run_1/sizes.png
Bar = 20 um.
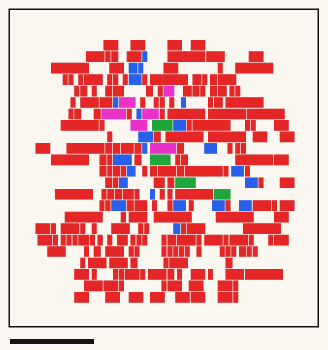
run_1/io_placement.png
Bar = 20 um. Pins as bars across the die edge, other pins in grey.
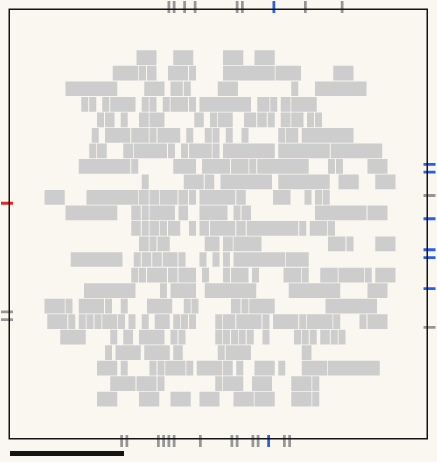
run_1/placement.png
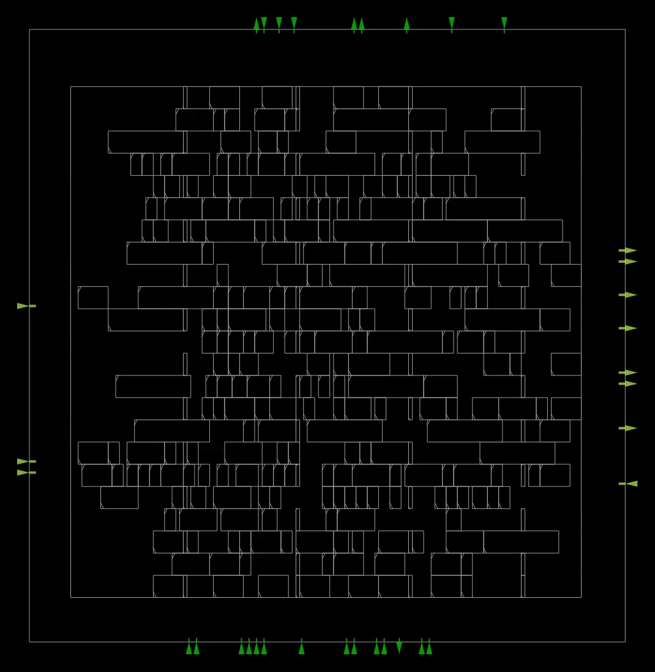
run_1/wires.png
Bar = 20 um.
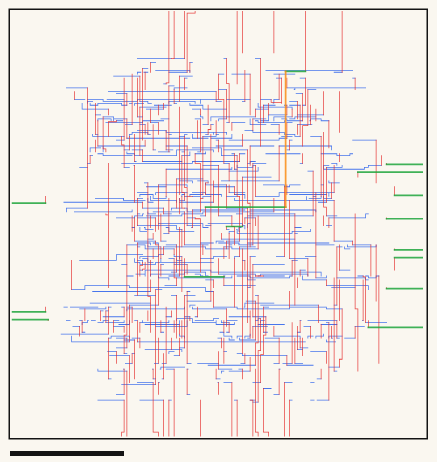
Design clk_mon_ctrl, sky130hd; sources not shown.
==> results.tsv, run 1 <==
metric	value	unit
Init Core Util	43.8	%
Met2 Wirelength	1.65	mm
Iteration-0 DRC Markers	63	
Synth Area in Compound Gates	14.8	%
register bit total from synthesis	23	
CP startpoint kind	register	
largest net degree at the start of global routing	24	
Synthesis Warnings	0	
routed len/inst	11.2	um
post-synth top area cell	dfrtp_1	
max layer used	met4	
M1 GR Usage	18.2	%
drc violations	0	
Mux area share	0	%
top area contributor share	33.6	%
Flop pwr share	43.3	%
Internal Pwr Total	689	uW
crit-path max FO	3	
WP buf/inv	3	
top comb family, area	simple AND/OR/NAND/NOR gates	
status	finished, final reports clean	
About sizes.png:
size	colour	cells	share	most used
_2 cells	blue	22	8.6%	o21ai_2
_6 and larger	green	4	1.6%	clkbuf_8
_0 and _1 cells	red	223	87%	nand2_1
_3 and _4 cells	magenta	6	2.4%	nor2_4
fin worst setup slack: 0.320 ns
cell area after layout: 2150 um^2
synthesis-to-finish area growth: 25.6%
Buffers, non-clock: 35

About io_placement.png:
port	colour	pins	direction	edge
period_o	blue	8	output	6 east, 1 south, 1 north
edge_pulse_i	red	1	input	west
all pins by edge	14 south, 9 north, 8 east, 3 west
die height: 75 um
chip width: 73 um
Buffers on Ports: 33

About placement.png:
row count: 23
Well Taps: 50
Final Util: 55.0%
flop count: 23
Filler cells: 369

About wires.png:
layer	colour	wire length
metal 2	red	1650 um
metal 3	green	98.7 um
metal 1	blue	1650 um
metal 4	orange	23.8 um
Total GRT Usage: 13.6%
vias: 1457

==> run 1: worst reg2reg max path: cells and delay by family (launching register included) <==
family | cells | cell delay [ns]
buf+inv | 1 | 0.18
simple gates | 12 | 0.84
fa+ha+maj | 1 | 0.27
flops | 1 | 0.41
==> run 1: per-stage QoR <==
stage	area, um^2	std cells	setup slack (ns)
finish	2150	305	0.320
global route	2150	305	0.153
CTS	2150	305	0.304
detailed placement	2110	301	0.0582
global placement	2110	301	0.0755
floorplan	1710	218	0.739
==> run 1: area by class of cell <==
class                   count  share of cell area (%)
multi-input cells         145                    43.6
flip-flops and latches     23                    26.7
repair buffers             33                    15.3
inverters                  48                    8.37
well taps                  50                    2.91
clock buffers               3                    1.92
plain buffers               2                   0.872
clock inverters             1                   0.232
run_1/layer_met3.png
Bar = 20 um.
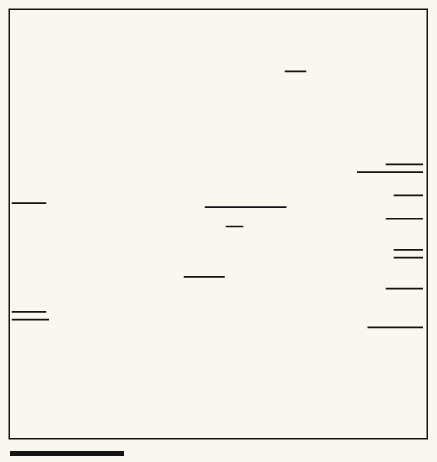

==> run 1 -> run 2 <==
- GPL_TIMING_DRIVEN: 0 -> default
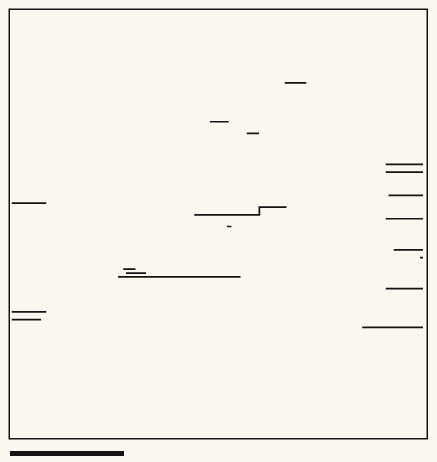
run_2/layer_met3.png
Bar = 20 um.
longest straight run	21.2 um
nets with wire on the layer	17
share of all routed wire	3.4%
wire length on this layer	114 um
Post-Route WL: 3.38 mm
vias: 1477
grt met3 use: 1.74%

==> run 2 against run 1 <==
- die area did not move
- setup slack improved by 0.0034 ns
- sequential power barely moved
- worst hold slack got worse by 0.0069 ns
- clock skew fell by 0.0014 ns
- highest routed layer unchanged
==> results.tsv, run 2 <==
metric	value	unit	change
status	finished, final reports clean		unchanged
die height	75	um	unchanged
routed len/inst	11.1	um	was 11.2 um
placed cell area	2100	um^2	was 2110 um^2
post-synth top area cell	dfrtp_1		unchanged
Init Core Util	43.8	%	unchanged
Synth Area in Compound Gates	14.8	%	unchanged
crit-path max FO	3		unchanged
cell area after layout	2140	um^2	was 2150 um^2
DP Cell Count	300		was 301
Cell Count, Final, Fillers Out	304		was 305
top area contributor share	33.6	%	unchanged
synthesis-to-finish area growth	24.9	%	was 25.6%
CP startpoint kind	register		unchanged
Total GRT Usage	13.7	%	was 13.6%
worst slack, placed	0.0663	ns	was 0.0582 ns
Filler cells	389		was 369
Iteration-0 DRC Markers	89		was 63
Mux area share	0	%	unchanged
row count	23		unchanged
top comb family, area	simple AND/OR/NAND/NOR gates		unchanged
Final Util	54.7	%	was 55.0%
largest net degree at the start of global routing	24		unchanged
max layer used	met4		unchanged
run 2: power breakdown:
part | switching, mW | leakage, nW | internal, mW | total [mW]
sequential | 0.0175 | 0.317 | 0.429 | 0.446
clock | 0.127 | 0.0228 | 0.124 | 0.251
combinational | 0.192 | 0.747 | 0.140 | 0.332
run 2: cell families (layout without fill, tap and decap cells):
kind of cell             Yosys count  count (layout)
flip-flops                        23              23
XOR/XNOR                           2               2
AND/OR/NAND/NOR                   82              82
AND-OR/OR-AND                     39              39
buffers and inverters             50              86
adder cells (fa/ha/maj)           22              22
run 2: layout make-up:
cell class	count	area (um^2)	share of cell area (%)
Clock buffer	4	45.0	2.10
Inverter	48	180	8.42
Multi-Input combinational cell	145	940	43.9
Sequential cell	23	576	26.9
Tap cell	50	62.6	2.92
Timing Repair Buffer	34	338	15.8
Power and IR drop assume default switching activity.
